--- src/rtl/mux_rr_arbiter.sv ---
// Round-robin arbiter and registered output stage for a shared data channel.
// Define MUX_ARB_FIXED_PRIO_EN to pin the search start at 0 (fixed priority).
module mux_rr_arbiter #(
    parameter int NUM_INPUTS = 8,
    parameter int NUM_BITS = 32,
    localparam int SEL_W = $clog2(NUM_INPUTS)
) (
    input  logic                  clk,
    input  logic                  rst,
    input  logic [NUM_BITS-1:0]   a [NUM_INPUTS],
    input  logic [NUM_INPUTS-1:0] in_valid,
    output logic [NUM_INPUTS-1:0] in_ready,
    output logic [NUM_BITS-1:0]   out,
    output logic [SEL_W-1:0]      sel,
    output logic                  out_valid,
    input  logic                  out_ready
);

    typedef enum logic {
        EMPTY = 1'b0,
        FULL  = 1'b1
    } state_t;

    state_t state_q;
    state_t state_d;

    logic [SEL_W-1:0] ptr;
    logic [SEL_W-1:0] winner;
    logic [SEL_W-1:0] cand;
    logic             any_req;
    logic             can_load;
    logic             load;
    int               idx;

    assign out_valid = (state_q == FULL);
    assign can_load  = !out_valid || out_ready;
    assign any_req   = |in_valid;
    assign load      = can_load && any_req && !rst;

    // Circular search from ptr; scanning backwards leaves the nearest hit.
    always_comb begin
        winner = '0;
        cand   = '0;
        idx    = 0;
        for (int k = NUM_INPUTS - 1; k >= 0; k--) begin
            idx = int'(ptr) + k;
            if (idx >= NUM_INPUTS) begin
                idx = idx - NUM_INPUTS;
            end
            cand = SEL_W'(idx);
            if (in_valid[cand]) begin
                winner = cand;
            end
        end
    end

    // Grant only the winner, and only when the output slot can take a word.
    always_comb begin
        in_ready = '0;
        if (load) begin
            in_ready[winner] = 1'b1;
        end
    end

`ifdef MUX_ARB_FIXED_PRIO_EN
    assign ptr = '0;
`else
    logic [SEL_W-1:0] ptr_next;

    assign ptr_next = (winner == SEL_W'(NUM_INPUTS - 1)) ?
                      '0 : winner + 1'b1;

    // Advance the search start just past the last granted requester.
    always_ff @(posedge clk) begin
        if (rst) begin
            ptr <= '0;
        end else if (load) begin
            ptr <= ptr_next;
        end
    end
`endif

    // Output slot occupancy register.
    always_ff @(posedge clk) begin
        if (rst) begin
            state_q <= EMPTY;
        end else begin
            state_q <= state_d;
        end
    end

    // Load wins over drain, so accept-and-reload keeps the slot full.
    always_comb begin
        state_d = state_q;
        if (load) begin
            state_d = FULL;
        end else if (out_ready) begin
            state_d = EMPTY;
        end
    end

    // Capture the granted word and its source; hold otherwise.
    always_ff @(posedge clk) begin
        if (rst) begin
            out <= '0;
            sel <= '0;
        end else if (load) begin
            out <= a[winner];
            sel <= winner;
        end
    end

endmodule

--- config.mk ---
export PLATFORM = sky130hd
export DESIGN_NAME = mux_rr_arbiter
export DESIGN_NICKNAME = d
export VERILOG_FILES = /design/src/rtl/mux_rr_arbiter.sv
export SDC_FILE = /design/constraint.sdc
export NUM_CORES = 1
export LEC_CHECK = 0
export CAP_MARGIN = 40
export CORE_AREA = 2 2 121 123
export CTS_CLUSTER_DIAMETER = 120
export CTS_CLUSTER_SIZE = 8
export DETAILED_ROUTE_END_ITERATION = 12
export DIE_AREA = 0 0 123 125
export GPL_ROUTABILITY_DRIVEN = 0
export PLACE_DENSITY = 0.79
export RECOVER_POWER = 100
export SYNTH_ARGS = -nofsm -noshare
export SYNTH_HDL_FRONTEND = slang
export SYNTH_SLANG_ARGS = --single-unit
--- constraint.sdc ---
create_clock -name clk -period 12.8 [get_ports clk]
set_clock_uncertainty 0.05 [all_clocks]
set_input_delay 1.92 -clock clk [delete_from_list [all_inputs] [get_ports clk]]
set_output_delay 1.92 -clock clk [all_outputs]
set_load 0.02 [all_outputs]
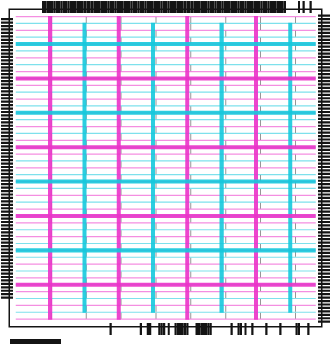
(run_1/floorplan.png)
Scale bar: 20 um. Pins as bars on the die edge. Tap cells in gray.
Cyan shows VDD. Magenta shows VSS.
8 straps on met4. 45 met1 rails follow the rows. 8 straps on met5. 311 signal pins sit on the boundary.

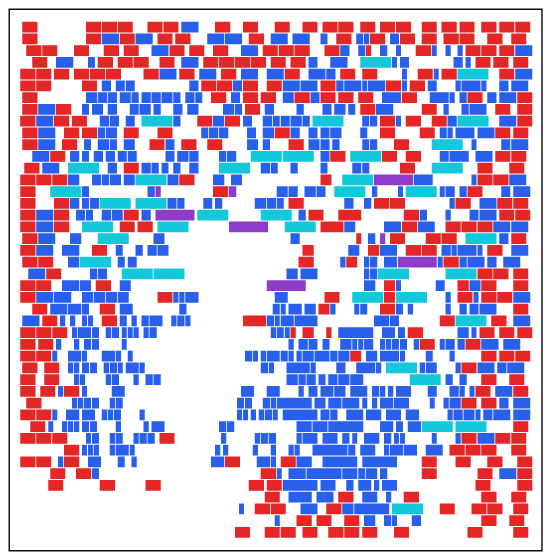
(run_1/class_map.png)
Cyan shows sequential cells, cells 39, share of their area 9.5%. Purple shows clock drivers and dummy loads, cells 8, share of their area 1.7%. Blue shows remaining logic cells, cells 593, share of their area 49%. Red shows remaining buffers and delay cells, cells 327, share of their area 40%.

==> run summary, run 1 <==
run metrics: GRT Residual Overflow 0, Net Count, Synth 972, Relative slew margins -0.846, final worst path period share 0.785, Post-CTS Setup Inserts 0, Leak 3.24 nW, WHS Path Cells 2, CP Cell Sequence dlygate4sd3_1 > mux4_2 > nor3_1 > a21oi_1 > a21o_1 > a22oi_1 > buf_4 > o21a_2 > clkbuf_1 > inv_2 > nand2b_1 > nor2_1 > dlygate4sd3_1, combinational share of power 0.840, Synth warnings 0, Flop pwr share 0.103, failing checks capacitance limit, slew limit, switching part of the total power 0.515, # clock sinks 39, Worst path max stage delay 1790 ps, power density over cell area 255 mW/mm^2, status finished with violations, switching power 1.11 mW, leading power group combinational logic, Critical Path End in_ready[5], syn_area_per_cell 7.31 um^2, Mapped Cells 702, TritonCTS buffer count 5, Post-synth seq share 0.152, Slew @ Worst Pin 2770 ps, Area Growth Syn to Fin 64.1%, Final min period 10050 ps, Seq. cell area 781 um^2, Core Area 0.0142 mm^2, Routed wire per std cell 19.8 um, hold slack 400 ps, final hold violations 0, R2R Setup Slk 4830 ps, unrepaired setup endpoints after global routing no, area post-placement 0.00830 mm^2, vias per inst 5.75, tool warnings 27, total of max-cap violations 3, final setup fails 0, Post-Syn Area 0.00513 mm^2, combinational cell power 1.80 mW, Distinct lib cells used 50, dpl ws 4520 ps, arrival time of the worst setup path 8080 ps, DR vias 6619, number of enable flip-flop cells 0, Internal Power 1.04 mW, most common library cells after synthesis nand2_1 (95), o22ai_1 (74), a21oi_1 (71), CP max stage cell clkbuf_1, Chip Height 125 um, Worst setup startpoint in_valid[5], fin nets 1236, floorplan core density 0.362, Std-Cell Rows 44, Core Util, Final 0.593, Final Max Slew Viols 164, crit path kind primary input to output port, FF-to-FF path depth 13, Flop+latch power 222 uW, first-pass GRT wire length 34.4 mm, cts hold-fix bufs 0, min-delay src sel[0]$_SDFFE_PP0P_, total die size 0.0154 mm^2, maximum clock rate 99.5 MHz, r2r startpoint ptr[1]$_SDFFE_PP0P_, critical path required time 10830 ps, Total GRT Usage 0.284, Hold Path End sel[0]$_SDFFE_PP0P_, final WL 22.7 mm, Worst path most repeated cell dlygate4sd3_1, drt first pass iters 5, startpoint types primary input, maximum resistive drop on vdd 0.146 mV, Tot Pwr 2.15 mW, I/O pins 311, area leader, netlist dfxtp_1, TritonCTS clock tree done, Placed Cells 1143, Clock Pin Slew Worst Setup and Hold Paths 60 ps, initial DRC count 433, Crit Path Max Fanout 49, post_cts resized 0, DP HPWL 17.5 mm, antenna viol nets, final 0, Root Buffer clkbuf_16, main flop type dfxtp_1, Port Buffer Count 310, reg2reg end out[8]$_SDFFE_PP0P_, Yosys top cell by instances nand2_1, vias in the first global route 6468, Max-area cell share 0.152, Gate Area 0.00393 mm^2, Hold Path Class flop to flop, design area 0.00843 mm^2, H-tree depth 2, post-route worst setup slack 2750 ps, clock buffer depth 2, die x size 123 um, initial antenna violation count 0, yosys cell count 702, Synth async-reset ratio 0, Yosys reg bits 39, fillers 1280, antenna fix cells 0, Crit. End Element output port, Main area contributors dfxtp_1 (15%), mux2_2 (13%), o22ai_1 (9.0%), Final TNS setup 0 ps, DRC 0, largest net degree at the start of global routing 67, Layout Cells excl Fill 1151
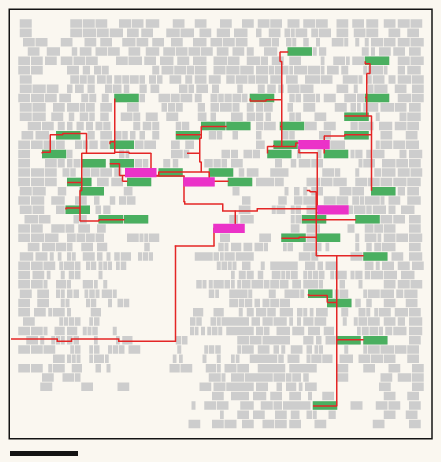
(run_1/clock_wires.png)
Scale bar: 20 um.
Magenta shows clock-net drivers, count 5. Red shows clock wires, length 646 um. Green shows flip-flops, count 39.
There are 6 routed clock nets.
Clk pwr share: 0.057
clk pwr: 122 uW
worst skew pair latency: 280 ps

==> run 1: placed cells by master, fill, tap and decap left out, types with 14 or more instances in the layout <==
cell / synthesis / layout
clkdlybuf4s50_1: 0 / 264
mux2_1: 21 / 21
mux2i_1: 15 / 14
o22ai_1: 74 / 74
nand2_1: 95 / 95
mux2_2: 60 / 60
a21oi_1: 71 / 71
inv_1: 26 / 27
dfxtp_1: 39 / 39
dlygate4sd3_1: 0 / 46
a211oi_1: 21 / 21
nor2_1: 31 / 31
o21ai_0: 40 / 39
a22oi_1: 22 / 22
o2111ai_1: 21 / 21
==> run 1: layout make-up <==
type	instances	area share
Multi-Input combinational cell	564	0.466
Clock buffer	7	0.0157
Tap cell	184	0.0273
Timing Repair Buffer	327	0.384
Sequential cell	39	0.0927
Inverter	29	0.0129
Clock inverter	1	0.000594
==> run 1: metal layers <==
metal | up-vias | GRT usage | part of all wire
met3 | 50 | 0.0680 | 0.091
met4 | 0 | 0.108 | 0.038
li1 | 3189 | - | -
met2 | 363 | 0.521 | 0.51
met5 | - | 0 | 0
met1 | 3017 | 0.311 | 0.36
==> run 1: flip-flops by register name (all words and copies together), names as in the netlist <==
register,count
ptr,3
out,32
sel,3
out_valid,1
==> run 1: cell families after synthesis <==
logic type | synth area share
AND-OR/OR-AND | 0.349
AND/OR/NAND/NOR | 0.143
multiplexers | 0.249
buffers and inverters | 0.0889
flip-flops | 0.152
XOR/XNOR | 0.0102
adder cells (fa/ha/maj) | 0.00731
==> run 1: worst max-delay path: cells and delay by family <==
family / cells / cell delay (ps)
and+or+nand+nor: 3 / 790
muxes: 1 / 600
AOI/OAI and AO/OA: 4 / 1010
buffers and inverters: 5 / 3710
==> run_1/clock_nets.png <==
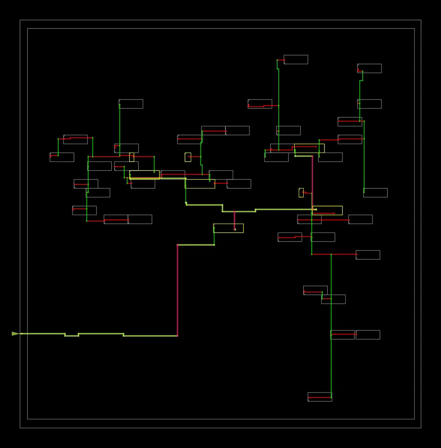

==> run 2: changes to the inputs <==
--- a/config.mk
+++ b/config.mk
@@ -6,11 +6,11 @@
 export NUM_CORES = 1
 export LEC_CHECK = 0
 export CAP_MARGIN = 40
-export CORE_AREA = 2 2 121 123
+export CORE_MARGIN = 2
+export CORE_UTILIZATION = 35
 export CTS_CLUSTER_DIAMETER = 120
 export CTS_CLUSTER_SIZE = 8
 export DETAILED_ROUTE_END_ITERATION = 12
-export DIE_AREA = 0 0 123 125
 export GPL_ROUTABILITY_DRIVEN = 0
 export PLACE_DENSITY = 0.79
 export RECOVER_POWER = 100
==> constraint.sdc (replaced) <==
create_clock -name clk -period 8.27 [get_ports clk]
set_clock_uncertainty 0.05 [all_clocks]
set_input_delay 1.2405 -clock clk [delete_from_list [all_inputs] [get_ports clk]]
set_output_delay 1.2405 -clock clk [all_outputs]
set_load 0.02 [all_outputs]
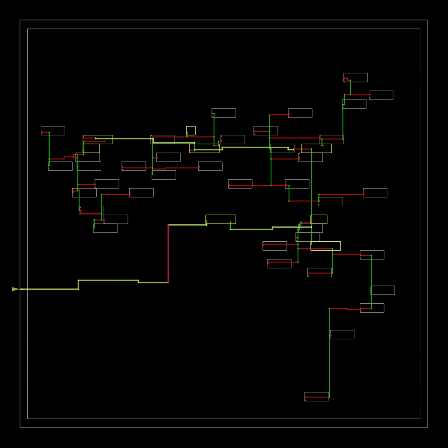
(run_2/clock_nets.png)
seq_cells: 39
clk pwr: 213 uW

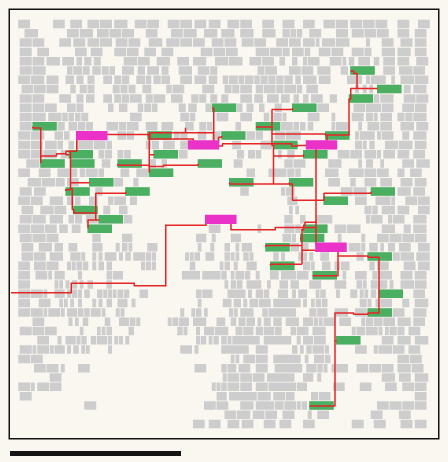
(run_2/clock_wires.png)
Scale bar: 50 um.
Green shows flip-flops, count 39. Red shows clock wires, length 664 um. Magenta shows clock-net drivers, count 5.
There are 6 routed clock nets.
Clk pwr share: 0.064
worst skew pair latency: 290 ps

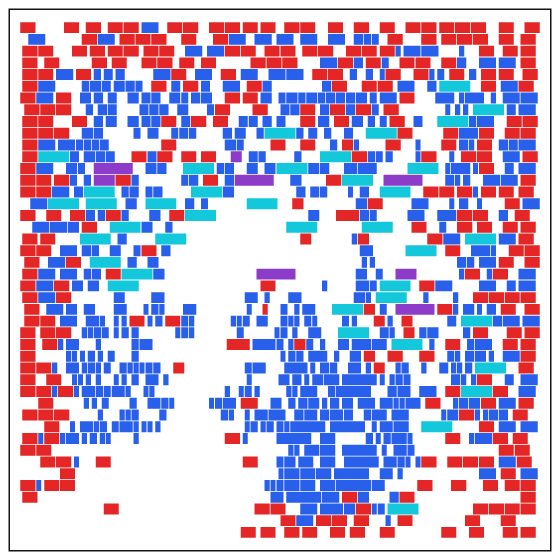
(run_2/class_map.png)
Purple shows clock drivers and dummy loads, cells 8, share of their area 1.9%. Red shows remaining buffers and delay cells, cells 326, share of their area 39%. Cyan shows sequential cells, cells 39, share of their area 9.5%. Blue shows remaining logic cells, cells 593, share of their area 49%.

==> run summary, run 2 <==
run metrics: combinational cell power 2.75 mW, final hold violations 0, drt first pass iters 5, Placed Cells 1142, r2r startpoint ptr[0]$_SDFFE_PP0P_, combinational share of power 0.832, Crit Path Max Fanout 48, DP HPWL 17.6 mm, met3 Track Usage GR 0.0620, cts hold-fix bufs 0, busiest grt layer met2, floorplan core density 0.356, Flop pwr share 0.103, most common library cells after synthesis nand2_1 (95), o22ai_1 (74), a21oi_1 (71), Tot Pwr 3.30 mW, Mapped Cells 702, TritonCTS clock tree done, hold slack 407 ps, Net Count, Synth 972, crit path kind flop to output port, power density over cell area 390 mW/mm^2, Met1 Routed Length 8.72 mm, Chip Height 125 um, final worst path period share 0.880, Yosys top cell by instances nand2_1, switching power 1.73 mW, Layout Cells excl Fill 1152, FF-to-FF path depth 14, GRT Residual Overflow 0, vias per inst 5.77, most common logic cells in the final layout clkdlybuf4s50_1 (265), nand2_1 (95), o22ai_1 (74), critical path required time 6980 ps, post_cts resized 0, Leak 3.25 nW, CP max stage cell ha_1, max FFs per register 32, vias in the first global route 6568, maximum clock rate 137 MHz, final setup fails 0, initial DRC count 375, DRC 0, tool warnings 27, Synth async-reset ratio 0, Hold Path Class flop to flop, Core Area 0.0144 mm^2, total die size 0.0157 mm^2, Routed wire per std cell 19.6 um, Crit. End Element output port, Yosys reg bits 39, Final Max Slew Viols 0, most used logic cell in the final layout clkdlybuf4s50_1, CP Cell Sequence buf_4 > clkinv_1 > ha_1 > mux2i_1 > nand3_1 > o221ai_1 > a21o_1 > a22oi_1 > clkbuf_1 > o21a_2 > buf_4 > nor4_1 > dlygate4sd3_1, Post-Syn Area 0.00513 mm^2, fillers 1315, critical path depth 13, WL met3 1.72 mm, H-tree depth 2, arrival time of the worst setup path 5990 ps, status finished, final reports clean, reg2reg end out[27]$_SDFFE_PP0P_, final WL 22.6 mm, number of enable flip-flop cells 0, TritonCTS buffer count 5, fin nets 1235, Internal Power 1.57 mW, Worst path most repeated cell buf_4, Root Buffer clkbuf_16, CP bufs+invs 5, R2R Setup Slk 2370 ps, area leader, netlist dfxtp_1, Slew @ Worst Pin 1040 ps, Worst setup startpoint ptr[0]$_SDFFE_PP0P_, Critical Path End in_ready[7], Final TNS setup 0 ps, first-pass GRT wire length 34.9 mm, met2 Usage GRT 0.502, Main area contributors dfxtp_1 (15%), mux2_2 (13%), o22ai_1 (9.0%), Max-area cell share 0.152, Worst path max stage delay 820 ps, initial antenna violation count 2, Final min period 7280 ps, Synth warnings 0, startpoint types flop, clock buffer depth 2, Std-Cell Rows 44
run 2: worst min path at each step:
stage          slack (ps)            startpoint                    to  depth (start not counted)
6_report              410  out[13]$_SDFFE_PP0P_  out[13]$_SDFFE_PP0P_                          2
3_3_place_gp          390   out[9]$_SDFFE_PP0P_   out[9]$_SDFFE_PP0P_                          2
5_1_grt               440  out[13]$_SDFFE_PP0P_  out[13]$_SDFFE_PP0P_                          2
4_1_cts               420  out[27]$_SDFFE_PP0P_  out[27]$_SDFFE_PP0P_                          2
3_5_place_dp          400  out[13]$_SDFFE_PP0P_  out[13]$_SDFFE_PP0P_                          2
2_1_floorplan         480   out[9]$_SDFFE_PP0P_   out[9]$_SDFFE_PP0P_                          2
run 2: metrics by stage:
step / util / cell area (um^2) / worst slack [ps]
after detailed placement: 0.575 / 8300 / 1840
final: 0.587 / 8460 / 990
after CTS: 0.586 / 8460 / 1510
after global placement: 0.572 / 8250 / 1750
after floorplan: - / 5130 / 2890
after global routing: 0.587 / 8460 / 584
run 2: kinds of logic (layout without fill, tap and decap cells):
group                    count (synthesis)  after routing  share of synthesized area
buffers and inverters                   99            363                     0.0889
XOR/XNOR                                 6              6                     0.0102
adder cells (fa/ha/maj)                  3              3                    0.00731
other                                    0              2                          0
multiplexers                           106            106                      0.249
AND-OR/OR-AND                          279            279                      0.349
flip-flops                              39             39                      0.152
AND/OR/NAND/NOR                        170            170                      0.143
run 2: final cells by class:
class / instances / area share
Antenna cell: 2 / 0.000592
Clock buffer: 7 / 0.0180
Clock inverter: 1 / 0.000887
Inverter: 29 / 0.0129
Multi-Input combinational cell: 564 / 0.465
Sequential cell: 39 / 0.0923
Tap cell: 184 / 0.0272
Timing Repair Buffer: 326 / 0.383
==> run_2/floorplan.png <==
Scale bar: 50 um. Pins as bars on the die edge. Tap cells in gray.
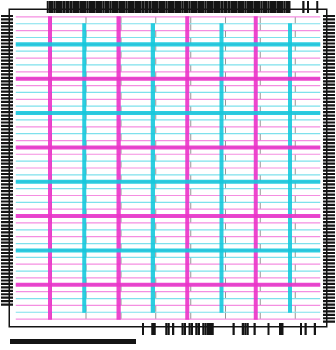

==> run 3: changes to the inputs <==
--- a/config.mk
+++ b/config.mk
@@ -6,7 +6,7 @@
 export NUM_CORES = 1
 export LEC_CHECK = 0
 export CAP_MARGIN = 40
-export CORE_MARGIN = 2
+export CORE_MARGIN = 5
 export CORE_UTILIZATION = 35
 export CTS_CLUSTER_DIAMETER = 120
 export CTS_CLUSTER_SIZE = 8
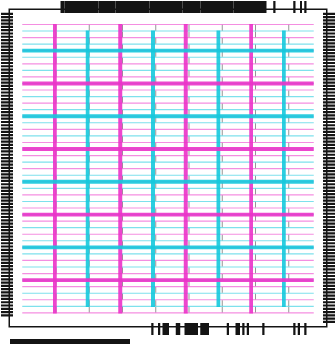
(run_3/floorplan.png)
Scale bar: 50 um. Pins as bars on the die edge. Tap cells in gray.
Magenta shows VSS. Cyan shows VDD.
8 straps on met4. 311 signal pins sit on the boundary.

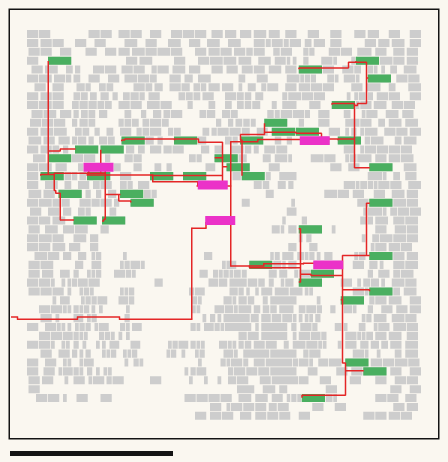
(run_3/clock_wires.png)
Scale bar: 50 um.
Green shows flip-flops, count 39. Magenta shows clock-net drivers, count 5. Red shows clock wires, length 690 um.
There are 6 routed clock nets.

==> run summary, run 3 <==
run metrics: status finished, final reports clean, r2r startpoint ptr[0]$_SDFFE_PP0P_, combinational share of power 0.837, largest delay contributor family on the critical path buffers and inverters, Post-CTS Setup Inserts 0, critical path depth 15, clk pwr 189 uW, fin nets 1236, Post-Syn Area 0.00513 mm^2, initial antenna violation count 0, hold slack 411 ps, Main area contributors dfxtp_1 (15%), mux2_2 (13%), o22ai_1 (9.0%), Final Max Slew Viols 0, Worst setup startpoint ptr[0]$_SDFFE_PP0P_, Worst path max stage delay 850 ps, Worst path most repeated cell buf_4, Yosys top cell by instances nand2_1, DR vias 6663, syn_area_per_cell 7.31 um^2, Internal Power 1.55 mW, maximum clock rate 134 MHz, drt first pass iters 4, Post-synth seq share 0.152, Relative slew margins 0.0503, largest net degree at the start of global routing 61, CP bufs+invs 6, TritonCTS clock tree done, Leak 3.24 nW, FF-to-FF path depth 15, Synth warnings 0, floorplan core density 0.355, Root Buffer clkbuf_16, critical path required time 6980 ps, crit path kind flop to output port, Tot Pwr 3.25 mW, Chip Height 131 um, met3 Track Usage GR 0.0822, Final min period 7470 ps, Distinct lib cells used 50, most common library cells after synthesis nand2_1 (95), o22ai_1 (74), a21oi_1 (71), arrival time of the worst setup path 6180 ps, final setup fails 0, antenna viol nets, final 0, leading power group combinational logic, total die size 0.0172 mm^2, max FFs per register 32, yosys cell count 702, Critical Path End in_ready[5], DP HPWL 18.5 mm, Core Area 0.0145 mm^2, clock buffer depth 2, Total GRT Usage 0.254, CP max stage cell ha_1, Area Growth Syn to Fin 63.9%, post-route worst setup slack 798 ps, H-tree depth 2, antenna fix cells 0, Flop+latch power 340 uW, power density over cell area 387 mW/mm^2, Crit. End Element output port, unrepaired setup endpoints after global routing no, initial DRC count 365, Top Registers out x32, ptr x3, sel x3, vias per inst 5.80, switching part of the total power 0.525
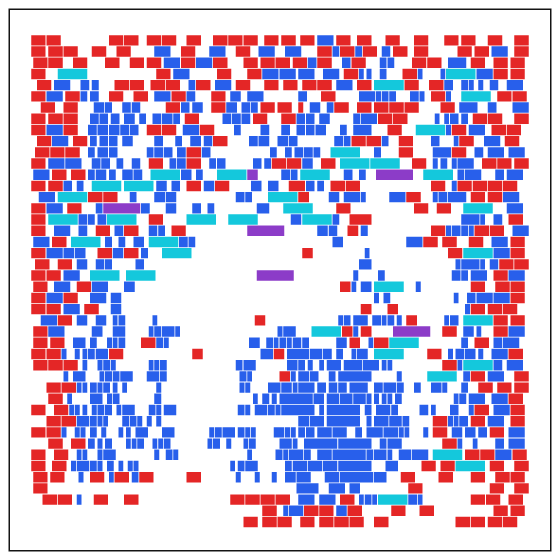
(run_3/class_map.png)
Cyan shows sequential cells, cells 39, share of their area 9.5%. Purple shows clock drivers and dummy loads, cells 6, share of their area 1.6%. Blue shows remaining logic cells, cells 593, share of their area 49%. Red shows remaining buffers and delay cells, cells 327, share of their area 40%.
design area: 0.00841 mm^2
Core Util, Final: 0.581
flop share of the area: 0.0928
Std-Cell Rows: 44

## run 3: cell count changes in the layout (fill, tap and decap cells not counted)
cell and delta:
a21boi_2 -1, a2bb2oi_2 -1, diode_2 -2, mux2_1 +2, clkbuf_8 -2, o21ai_1 +1, o21ai_2 -1, a21boi_0 +1
mux2_2 -2, a2bb2oi_1 +1, buf_4 +2, buf_8 -1
## run 3: layout make-up
class	count	area, um^2
flip-flops and latches	39	781
multi-input cells	564	3920
inverters	29	109
repair buffers	327	3240
well taps	184	230
clock inverters	1	7.51
clock buffers	5	125
fillers	1315	6060
## run 3: logic make-up after synthesis
logic type / Yosys count / share of synthesized area
and+or+nand+nor: 170 / 0.143
DFF: 39 / 0.152
adders and majority gates: 3 / 0.00731
muxes: 106 / 0.249
AOI/OAI and AO/OA: 279 / 0.349
xor gates and xnor gates: 6 / 0.0102
buffers and inverters: 99 / 0.0889
## run 3: worst min path at each step
stage	start	endpoint	slack [ps]	cells past startpoint
CTS	out[27]$_SDFFE_PP0P_	out[27]$_SDFFE_PP0P_	420	2
floorplan	out[9]$_SDFFE_PP0P_	out[9]$_SDFFE_PP0P_	480	2
global placement	sel[0]$_SDFFE_PP0P_	sel[0]$_SDFFE_PP0P_	390	2
global route	out[28]$_SDFFE_PP0P_	out[28]$_SDFFE_PP0P_	440	2
finish	out[27]$_SDFFE_PP0P_	out[27]$_SDFFE_PP0P_	410	2
detailed placement	sel[0]$_SDFFE_PP0P_	sel[0]$_SDFFE_PP0P_	400	2
## run 3: per-layer routing
metal  wire (um)  vias up
li1            -     3192
met1        8620     3029
met2       11600      386
met3        2230       56
met4         957        0
met5           0        -
## run 3: metrics by stage
stage                     instance area, um^2  cells
after global routing                     8410   1149
final                                    8410   1149
after global placement                   8250   1140
after detailed placement                 8290   1143
after floorplan                          5130    702
after CTS                                8420   1149
Power figures rest on the tool's default switching activity, not on a simulated workload.
